==> config.mk <==
export PLATFORM = sky130hd
export DESIGN_NAME = ex_stage_flat
export DESIGN_NICKNAME = d
export VERILOG_FILES = /design/src/rtl/ex_pkg.sv /design/src/rtl/ex_stage_if.sv /design/src/rtl/ex_mul_seq.sv /design/src/rtl/ex_stage.sv /design/src/flat_wrapper.sv
export SDC_FILE = /design/constraint.sdc
export NUM_CORES = 1
export LEC_CHECK = 0
export ABC_AREA = 1
export CORE_MARGIN = 3
export CORE_UTILIZATION = 49
export DETAILED_ROUTE_END_ITERATION = 8
export PLACE_DENSITY = 0.83
export SLEW_MARGIN = 20
export SYNTH_ARGS = -nofsm -noshare
export SYNTH_HDL_FRONTEND = slang
export SYNTH_HIERARCHICAL = 1
export SYNTH_SLANG_ARGS = --single-unit
==> constraint.sdc <==
create_clock -name clk -period 4.4 [get_ports clk]
set_clock_uncertainty 0.2 [all_clocks]
set_input_delay 0.88 -clock clk [delete_from_list [all_inputs] [get_ports clk]]
set_output_delay 0.88 -clock clk [all_outputs]
set_load 0.02 [all_outputs]
==> src/rtl/ex_pkg.sv <==
// ex_pkg: shared definitions for the execute stage.
//   - default datapath widths
//   - ALU operation codes carried on ex_alu_op
//   - state encoding for the iterative multiplier
package ex_pkg;

  localparam int EX_PC_WIDTH      = 15;
  localparam int EX_DATA_WIDTH    = 16;
  localparam int EX_REGADDR_WIDTH = 4;

  localparam logic [2:0] ALU_ADD = 3'b000;
  localparam logic [2:0] ALU_SUB = 3'b001;
  localparam logic [2:0] ALU_AND = 3'b010;
  localparam logic [2:0] ALU_OR  = 3'b011;
  localparam logic [2:0] ALU_XOR = 3'b100;
  localparam logic [2:0] ALU_SLL = 3'b101;
  localparam logic [2:0] ALU_SLT = 3'b110;
  localparam logic [2:0] ALU_MUL = 3'b111;

  typedef enum logic [1:0] {
    IDLE = 2'd0,
    BUSY = 2'd1,
    DONE = 2'd2
  } mul_state_e;

endpackage

==> src/rtl/ex_stage_if.sv <==
// ex_stage_if: bundle between the ID/EX register, the forwarding sources,
// the execute stage and the EX/MEM boundary.
//   master : drives ID/EX control/operands and forwarding sources, observes results
//   slave  : the execute stage itself
interface ex_stage_if #(
  parameter int PC_WIDTH      = ex_pkg::EX_PC_WIDTH,
  parameter int DATA_WIDTH    = ex_pkg::EX_DATA_WIDTH,
  parameter int REGADDR_WIDTH = ex_pkg::EX_REGADDR_WIDTH
);

  // ID/EX
  logic                     ex_reg_write;
  logic                     ex_mem_read;
  logic                     ex_mem_write;
  logic                     ex_alu_src;
  logic                     ex_branch;
  logic [2:0]               ex_alu_op;
  logic [PC_WIDTH-1:0]      ex_pc;
  logic [DATA_WIDTH-1:0]    ex_reg_data1;
  logic [DATA_WIDTH-1:0]    ex_reg_data2;
  logic [DATA_WIDTH-1:0]    ex_imm_ext;
  logic [REGADDR_WIDTH-1:0] ex_rs;
  logic [REGADDR_WIDTH-1:0] ex_rt;
  logic [REGADDR_WIDTH-1:0] ex_rd;

  // forwarding sources
  logic                     mem_fwd_en;
  logic [REGADDR_WIDTH-1:0] mem_fwd_rd;
  logic [DATA_WIDTH-1:0]    mem_fwd_data;
  logic                     wb_fwd_en;
  logic [REGADDR_WIDTH-1:0] wb_fwd_rd;
  logic [DATA_WIDTH-1:0]    wb_fwd_data;

  // EX/MEM and pipeline control
  logic                     mem_reg_write;
  logic                     mem_mem_read;
  logic                     mem_mem_write;
  logic [DATA_WIDTH-1:0]    mem_alu_result;
  logic [DATA_WIDTH-1:0]    mem_store_data;
  logic [REGADDR_WIDTH-1:0] mem_rd;
  logic                     branch_taken;
  logic [PC_WIDTH-1:0]      branch_target;
  logic                     stall_req;

  modport master (
    output ex_reg_write, ex_mem_read, ex_mem_write, ex_alu_src, ex_branch, ex_alu_op,
           ex_pc, ex_reg_data1, ex_reg_data2, ex_imm_ext, ex_rs, ex_rt, ex_rd,
           mem_fwd_en, mem_fwd_rd, mem_fwd_data, wb_fwd_en, wb_fwd_rd, wb_fwd_data,
    input  mem_reg_write, mem_mem_read, mem_mem_write, mem_alu_result, mem_store_data,
           mem_rd, branch_taken, branch_target, stall_req
  );

  modport slave (
    input  ex_reg_write, ex_mem_read, ex_mem_write, ex_alu_src, ex_branch, ex_alu_op,
           ex_pc, ex_reg_data1, ex_reg_data2, ex_imm_ext, ex_rs, ex_rt, ex_rd,
           mem_fwd_en, mem_fwd_rd, mem_fwd_data, wb_fwd_en, wb_fwd_rd, wb_fwd_data,
    output mem_reg_write, mem_mem_read, mem_mem_write, mem_alu_result, mem_store_data,
           mem_rd, branch_taken, branch_target, stall_req
  );

endinterface

==> src/rtl/ex_mul_seq.sv <==
// ex_mul_seq: iterative shift-add multiplier, one multiplier bit per cycle.
// Operands are latched on start in IDLE; later changes on a_i/b_i are ignored.
// Ports:
//   clk, reset          clock, synchronous active-high reset (aborts to IDLE)
//   start_i             request a multiply (honoured only in IDLE)
//   a_i, b_i            operands
//   busy_o              high while shifting (BUSY)
//   done_o              high for the single DONE cycle; product_o valid then
//   product_o           low DATA_WIDTH bits of a*b
//
// state | meaning
// IDLE  | waiting for start_i, operands latched on start
// BUSY  | one shift-add per cycle, count 0..DATA_WIDTH-1
// DONE  | product valid for one cycle, then back to IDLE
module ex_mul_seq
  import ex_pkg::*;
#(
  parameter int DATA_WIDTH = EX_DATA_WIDTH
) (
  input  logic                  clk,
  input  logic                  reset,
  input  logic                  start_i,
  input  logic [DATA_WIDTH-1:0] a_i,
  input  logic [DATA_WIDTH-1:0] b_i,
  output logic                  busy_o,
  output logic                  done_o,
  output logic [DATA_WIDTH-1:0] product_o
);

  localparam int CW = $clog2(DATA_WIDTH);

  mul_state_e            state_q;
  logic [CW-1:0]         count_q;
  logic [DATA_WIDTH-1:0] mcand_q;
  logic [DATA_WIDTH-1:0] mplier_q;
  logic [DATA_WIDTH-1:0] acc_q;
  logic                  busy_q;
  logic                  done_q;

  always_ff @(posedge clk) begin
    if (reset) begin
      state_q  <= IDLE;
      count_q  <= '0;
      mcand_q  <= '0;
      mplier_q <= '0;
      acc_q    <= '0;
      busy_q   <= 1'b0;
      done_q   <= 1'b0;
    end else begin
      case (state_q)
        IDLE: begin
          if (start_i) begin
            mcand_q  <= a_i;
            mplier_q <= b_i;
            acc_q    <= '0;
            count_q  <= '0;
            busy_q   <= 1'b1;
            state_q  <= BUSY;
          end
        end
        BUSY: begin
          // Multiplicand shifts left as the multiplier shifts right, so the
          // LSB of mplier_q always selects the correctly weighted partial product.
          if (mplier_q[0]) acc_q <= acc_q + mcand_q;
          mcand_q  <= mcand_q << 1;
          mplier_q <= mplier_q >> 1;
          if (count_q == CW'(DATA_WIDTH - 1)) begin
            count_q <= '0;
            busy_q  <= 1'b0;
            done_q  <= 1'b1;
            state_q <= DONE;
          end else begin
            count_q <= count_q + CW'(1);
          end
        end
        DONE: begin
          done_q  <= 1'b0;
          state_q <= IDLE;
        end
        default: begin
          busy_q  <= 1'b0;
          done_q  <= 1'b0;
          state_q <= IDLE;
        end
      endcase
    end
  end

  assign busy_o    = busy_q;
  assign done_o    = done_q;
  assign product_o = acc_q;

endmodule

==> src/rtl/ex_stage.sv <==
// ex_stage: execute stage between ID/EX and EX/MEM.
//   - forwarding muxes (MEM over WB over register file, r0 never forwarded)
//   - ALU: ADD SUB AND OR XOR SLL SLT MUL
//   - BEQ-style branch resolve (combinational taken/target)
//   - EX/MEM result registers (mem_* on the bus)
// Ports:
//   clk, reset   clock, synchronous active-high reset
//   bus          ex_stage_if.slave: ID/EX inputs, forwarding sources, mem_* results,
//                branch_taken/branch_target, stall_req
// Build option: define EX_MUL_EN to include the iterative multiplier and its stall
// path. Without it, MUL yields 0 in one cycle and stall_req is tied low.
module ex_stage
  import ex_pkg::*;
#(
  parameter int PC_WIDTH      = EX_PC_WIDTH,
  parameter int DATA_WIDTH    = EX_DATA_WIDTH,
  parameter int REGADDR_WIDTH = EX_REGADDR_WIDTH
) (
  input  logic      clk,
  input  logic      reset,
  ex_stage_if.slave bus
);

  logic [DATA_WIDTH-1:0]    fwd_a;
  logic [DATA_WIDTH-1:0]    fwd_b;
  logic [DATA_WIDTH-1:0]    op_b;
  logic [DATA_WIDTH-1:0]    alu_result;
  logic [DATA_WIDTH-1:0]    mul_result;
  logic                     stall;

  logic                     mem_reg_write_d, mem_reg_write_q;
  logic                     mem_mem_read_d,  mem_mem_read_q;
  logic                     mem_mem_write_d, mem_mem_write_q;
  logic [DATA_WIDTH-1:0]    mem_alu_result_d, mem_alu_result_q;
  logic [DATA_WIDTH-1:0]    mem_store_data_d, mem_store_data_q;
  logic [REGADDR_WIDTH-1:0] mem_rd_d, mem_rd_q;

  always_comb begin
    fwd_a = bus.ex_reg_data1;
    if (bus.mem_fwd_en && (bus.mem_fwd_rd == bus.ex_rs) && (bus.ex_rs != '0))
      fwd_a = bus.mem_fwd_data;
    else if (bus.wb_fwd_en && (bus.wb_fwd_rd == bus.ex_rs) && (bus.ex_rs != '0))
      fwd_a = bus.wb_fwd_data;
  end

  always_comb begin
    fwd_b = bus.ex_reg_data2;
    if (bus.mem_fwd_en && (bus.mem_fwd_rd == bus.ex_rt) && (bus.ex_rt != '0))
      fwd_b = bus.mem_fwd_data;
    else if (bus.wb_fwd_en && (bus.wb_fwd_rd == bus.ex_rt) && (bus.ex_rt != '0))
      fwd_b = bus.wb_fwd_data;
  end

  assign op_b = bus.ex_alu_src ? bus.ex_imm_ext : fwd_b;

  always_comb begin
    alu_result = '0;
    case (bus.ex_alu_op)
      ALU_ADD: alu_result = fwd_a + op_b;
      ALU_SUB: alu_result = fwd_a - op_b;
      ALU_AND: alu_result = fwd_a & op_b;
      ALU_OR:  alu_result = fwd_a | op_b;
      ALU_XOR: alu_result = fwd_a ^ op_b;
      ALU_SLL: alu_result = fwd_a << op_b[3:0];
      ALU_SLT: alu_result = {{(DATA_WIDTH-1){1'b0}}, ($signed(fwd_a) < $signed(op_b))};
      ALU_MUL: alu_result = mul_result;
    endcase
  end

`ifdef EX_MUL_EN
  logic is_mul;
  logic mul_busy;
  logic mul_done;

  assign is_mul = (bus.ex_alu_op == ALU_MUL);

  ex_mul_seq #(
    .DATA_WIDTH(DATA_WIDTH)
  ) u_mul (
    .clk       (clk),
    .reset     (reset),
    .start_i   (is_mul),
    .a_i       (fwd_a),
    .b_i       (op_b),
    .busy_o    (mul_busy),
    .done_o    (mul_done),
    .product_o (mul_result)
  );

  // The issuing cycle (IDLE with a MUL present) stalls as well; only the DONE
  // cycle lets the MUL advance, so the same instruction is never restarted.
  assign stall = ~reset & (mul_busy | (is_mul & ~mul_done));
`else
  assign mul_result = '0;
  assign stall      = 1'b0;
`endif

  assign bus.branch_taken  = ~reset & bus.ex_branch & (fwd_a == fwd_b);
  assign bus.branch_target = bus.ex_pc + bus.ex_imm_ext[PC_WIDTH-1:0];
  assign bus.stall_req     = stall;

  // A stalled cycle inserts a bubble into EX/MEM.
  always_comb begin
    mem_reg_write_d  = 1'b0;
    mem_mem_read_d   = 1'b0;
    mem_mem_write_d  = 1'b0;
    mem_alu_result_d = '0;
    mem_store_data_d = '0;
    mem_rd_d         = '0;
    if (!stall) begin
      mem_reg_write_d  = bus.ex_reg_write & ~bus.ex_branch;
      mem_mem_read_d   = bus.ex_mem_read;
      mem_mem_write_d  = bus.ex_mem_write;
      mem_alu_result_d = alu_result;
      mem_store_data_d = fwd_b;
      mem_rd_d         = bus.ex_rd;
    end
  end

  always_ff @(posedge clk) begin
    if (reset) begin
      mem_reg_write_q  <= 1'b0;
      mem_mem_read_q   <= 1'b0;
      mem_mem_write_q  <= 1'b0;
      mem_alu_result_q <= '0;
      mem_store_data_q <= '0;
      mem_rd_q         <= '0;
    end else begin
      mem_reg_write_q  <= mem_reg_write_d;
      mem_mem_read_q   <= mem_mem_read_d;
      mem_mem_write_q  <= mem_mem_write_d;
      mem_alu_result_q <= mem_alu_result_d;
      mem_store_data_q <= mem_store_data_d;
      mem_rd_q         <= mem_rd_d;
    end
  end

  assign bus.mem_reg_write  = mem_reg_write_q;
  assign bus.mem_mem_read   = mem_mem_read_q;
  assign bus.mem_mem_write  = mem_mem_write_q;
  assign bus.mem_alu_result = mem_alu_result_q;
  assign bus.mem_store_data = mem_store_data_q;
  assign bus.mem_rd         = mem_rd_q;

endmodule
==> src/flat_wrapper.sv <==
// flat-port wrapper written by rule: the top's interface ports become plain ports
module ex_stage_flat import ex_pkg::*;
#(
  parameter int PC_WIDTH      = EX_PC_WIDTH,
  parameter int DATA_WIDTH    = EX_DATA_WIDTH,
  parameter int REGADDR_WIDTH = EX_REGADDR_WIDTH
)
  (clk, reset, bus_ex_reg_write, bus_ex_mem_read, bus_ex_mem_write, bus_ex_alu_src, bus_ex_branch, bus_ex_alu_op, bus_ex_pc, bus_ex_reg_data1, bus_ex_reg_data2, bus_ex_imm_ext, bus_ex_rs, bus_ex_rt, bus_ex_rd, bus_mem_fwd_en, bus_mem_fwd_rd, bus_mem_fwd_data, bus_wb_fwd_en, bus_wb_fwd_rd, bus_wb_fwd_data, bus_mem_reg_write, bus_mem_mem_read, bus_mem_mem_write, bus_mem_alu_result, bus_mem_store_data, bus_mem_rd, bus_branch_taken, bus_branch_target, bus_stall_req);
  ex_stage_if #(.PC_WIDTH(PC_WIDTH), .DATA_WIDTH(DATA_WIDTH), .REGADDR_WIDTH(REGADDR_WIDTH)) bus_i ();
  input  logic clk;
  input  logic reset;
  input wire logic [$bits(bus_i.ex_reg_write)-1:0] bus_ex_reg_write;
  input wire logic [$bits(bus_i.ex_mem_read)-1:0] bus_ex_mem_read;
  input wire logic [$bits(bus_i.ex_mem_write)-1:0] bus_ex_mem_write;
  input wire logic [$bits(bus_i.ex_alu_src)-1:0] bus_ex_alu_src;
  input wire logic [$bits(bus_i.ex_branch)-1:0] bus_ex_branch;
  input wire logic [$bits(bus_i.ex_alu_op)-1:0] bus_ex_alu_op;
  input wire logic [$bits(bus_i.ex_pc)-1:0] bus_ex_pc;
  input wire logic [$bits(bus_i.ex_reg_data1)-1:0] bus_ex_reg_data1;
  input wire logic [$bits(bus_i.ex_reg_data2)-1:0] bus_ex_reg_data2;
  input wire logic [$bits(bus_i.ex_imm_ext)-1:0] bus_ex_imm_ext;
  input wire logic [$bits(bus_i.ex_rs)-1:0] bus_ex_rs;
  input wire logic [$bits(bus_i.ex_rt)-1:0] bus_ex_rt;
  input wire logic [$bits(bus_i.ex_rd)-1:0] bus_ex_rd;
  input wire logic [$bits(bus_i.mem_fwd_en)-1:0] bus_mem_fwd_en;
  input wire logic [$bits(bus_i.mem_fwd_rd)-1:0] bus_mem_fwd_rd;
  input wire logic [$bits(bus_i.mem_fwd_data)-1:0] bus_mem_fwd_data;
  input wire logic [$bits(bus_i.wb_fwd_en)-1:0] bus_wb_fwd_en;
  input wire logic [$bits(bus_i.wb_fwd_rd)-1:0] bus_wb_fwd_rd;
  input wire logic [$bits(bus_i.wb_fwd_data)-1:0] bus_wb_fwd_data;
  output wire logic [$bits(bus_i.mem_reg_write)-1:0] bus_mem_reg_write;
  output wire logic [$bits(bus_i.mem_mem_read)-1:0] bus_mem_mem_read;
  output wire logic [$bits(bus_i.mem_mem_write)-1:0] bus_mem_mem_write;
  output wire logic [$bits(bus_i.mem_alu_result)-1:0] bus_mem_alu_result;
  output wire logic [$bits(bus_i.mem_store_data)-1:0] bus_mem_store_data;
  output wire logic [$bits(bus_i.mem_rd)-1:0] bus_mem_rd;
  output wire logic [$bits(bus_i.branch_taken)-1:0] bus_branch_taken;
  output wire logic [$bits(bus_i.branch_target)-1:0] bus_branch_target;
  output wire logic [$bits(bus_i.stall_req)-1:0] bus_stall_req;
  assign bus_i.ex_reg_write = bus_ex_reg_write;
  assign bus_i.ex_mem_read = bus_ex_mem_read;
  assign bus_i.ex_mem_write = bus_ex_mem_write;
  assign bus_i.ex_alu_src = bus_ex_alu_src;
  assign bus_i.ex_branch = bus_ex_branch;
  assign bus_i.ex_alu_op = bus_ex_alu_op;
  assign bus_i.ex_pc = bus_ex_pc;
  assign bus_i.ex_reg_data1 = bus_ex_reg_data1;
  assign bus_i.ex_reg_data2 = bus_ex_reg_data2;
  assign bus_i.ex_imm_ext = bus_ex_imm_ext;
  assign bus_i.ex_rs = bus_ex_rs;
  assign bus_i.ex_rt = bus_ex_rt;
  assign bus_i.ex_rd = bus_ex_rd;
  assign bus_i.mem_fwd_en = bus_mem_fwd_en;
  assign bus_i.mem_fwd_rd = bus_mem_fwd_rd;
  assign bus_i.mem_fwd_data = bus_mem_fwd_data;
  assign bus_i.wb_fwd_en = bus_wb_fwd_en;
  assign bus_i.wb_fwd_rd = bus_wb_fwd_rd;
  assign bus_i.wb_fwd_data = bus_wb_fwd_data;
  assign bus_mem_reg_write = bus_i.mem_reg_write;
  assign bus_mem_mem_read = bus_i.mem_mem_read;
  assign bus_mem_mem_write = bus_i.mem_mem_write;
  assign bus_mem_alu_result = bus_i.mem_alu_result;
  assign bus_mem_store_data = bus_i.mem_store_data;
  assign bus_mem_rd = bus_i.mem_rd;
  assign bus_branch_taken = bus_i.branch_taken;
  assign bus_branch_target = bus_i.branch_target;
  assign bus_stall_req = bus_i.stall_req;
  ex_stage #(.PC_WIDTH(PC_WIDTH), .DATA_WIDTH(DATA_WIDTH), .REGADDR_WIDTH(REGADDR_WIDTH)) u_core (.clk(clk), .reset(reset), .bus(bus_i));
endmodule
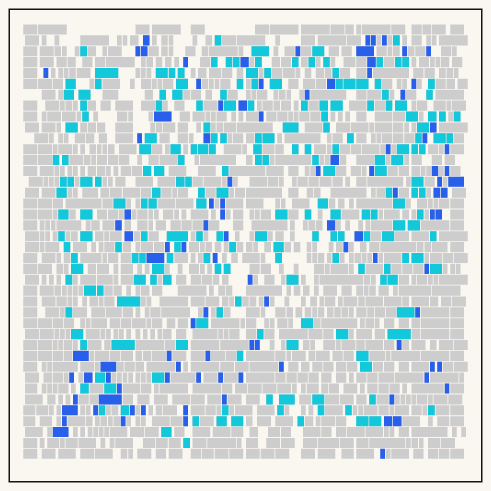
**Above:** selected gate families.
Drawn at 4 px/um.
color	family	cells	most used	where
blue	NOR gates	103	nor2_1	all over the die
cyan	inverting AOI/OAI gates	210	a21oi_1	all over the die
Layout Cells excl Fill: 1,596
most frequent logic cell in the layout: nand2_1
Comb/total area: 0.489

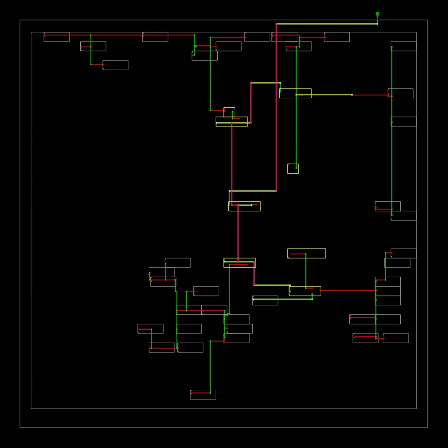
**Above:** clock nets.
clk sinks: 39
flop count: 39
CLK BUF: 5
total CTS buffers: 5
clock network power: 0.444 mW

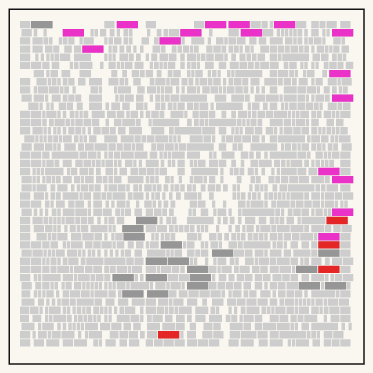
**Above:** where the registers sit.
Drawn at 3 px/um.
color	netlist name	sequential cells
red	u_core/bus.mem_rd	4
magenta	u_core/bus.mem_alu_result	16
not colored	19

==> impl_metrics.py <==
# Auto-generated metrics
metrics = {
    "worst_hold_path": {
        "min_path_cells": 3,
        "hold_path.class": "primary input to register",
        "holdPathEnd": "u_core/bus.mem_rd[3]",
    },
    "placed_design": {
        "dp_cells": 1558,
        "dp_slack_ps": -754,
        "gp_congestion": 0.988,
        "placed_area_um2": 9480,
        "io_buffers": 181,
    },
    "cells_and_area": {
        "utilization": 0.863,
        "final_cell_mix": "nand2_1, buf_4, clkdlybuf4s50_1, inv_1, nand3_1",
        "nonClkBufAreaFrac": 0.345,
        "nonClockInverterCount": 151,
        "areaGrowthSynthToFinish_pct": 70.9,
    },
    "logic_synthesis": {
        "ys_cells": 1043,
        "most_common_cell": "nand2_1",
        "top_area_frac": 0.159,
        "postSynthCellCount": 1043,
        "yosys_area_um2": 6120,
        "top_area_cell": "nand2_1",
    },
    "power": {
        "comb_power_share": 0.677,
        "clock_power_share": 0.172,
        "total_power_mw": 2.58,
        "p_int_mw": 1.46,
        "p_sw_frac": 0.435,
        "powerDensity_nw_per_um2": 247,
        "pwr-share-seq": 0.151,
    },
    "detailed_routing": {
        "drt_iter0_markers": 1222,
        "ant_nets": 0,
        "dr.pass1.iters": 7,
        "avgRoutedWirePerCell_um": 18.8,
        "post-route-drc-count": 0,
        "wirelength_um": 30100,
    },
    "clock_tree": {
        "hold_buffers": 0,
        "cts.reportedPaths.clkPinSlew_ps": 70,
        "cts_resized": 81,
    },
    "global_routing": {
        "use_met2": 0.635,
        "met3_usage": 0.0581,
        "grt_usage": 0.365,
    },
    "die": {
        "fp.dieW_um": 118,
        "coreArea_um2": 12100,
        "die-area_um2": 13900,
        "taps": 168,
        "pin_count": 183,
    },
    "worst_setup_path": {
        "crit_slowest_cell": "clkdlybuf4s50_1",
        "critPathArrivalTime_ps": 4420,
    },
    "sta": {
        "fmax_ghz": 0.226,
        "setup_ws_ps": -22.2,
        "setup_viol": 1,
    },
    "status": {
        "violations": "setup timing",
        "status": "complete, but fails checks",
    },
}
Power figures rest on the tool's default switching activity, not on a simulated workload.
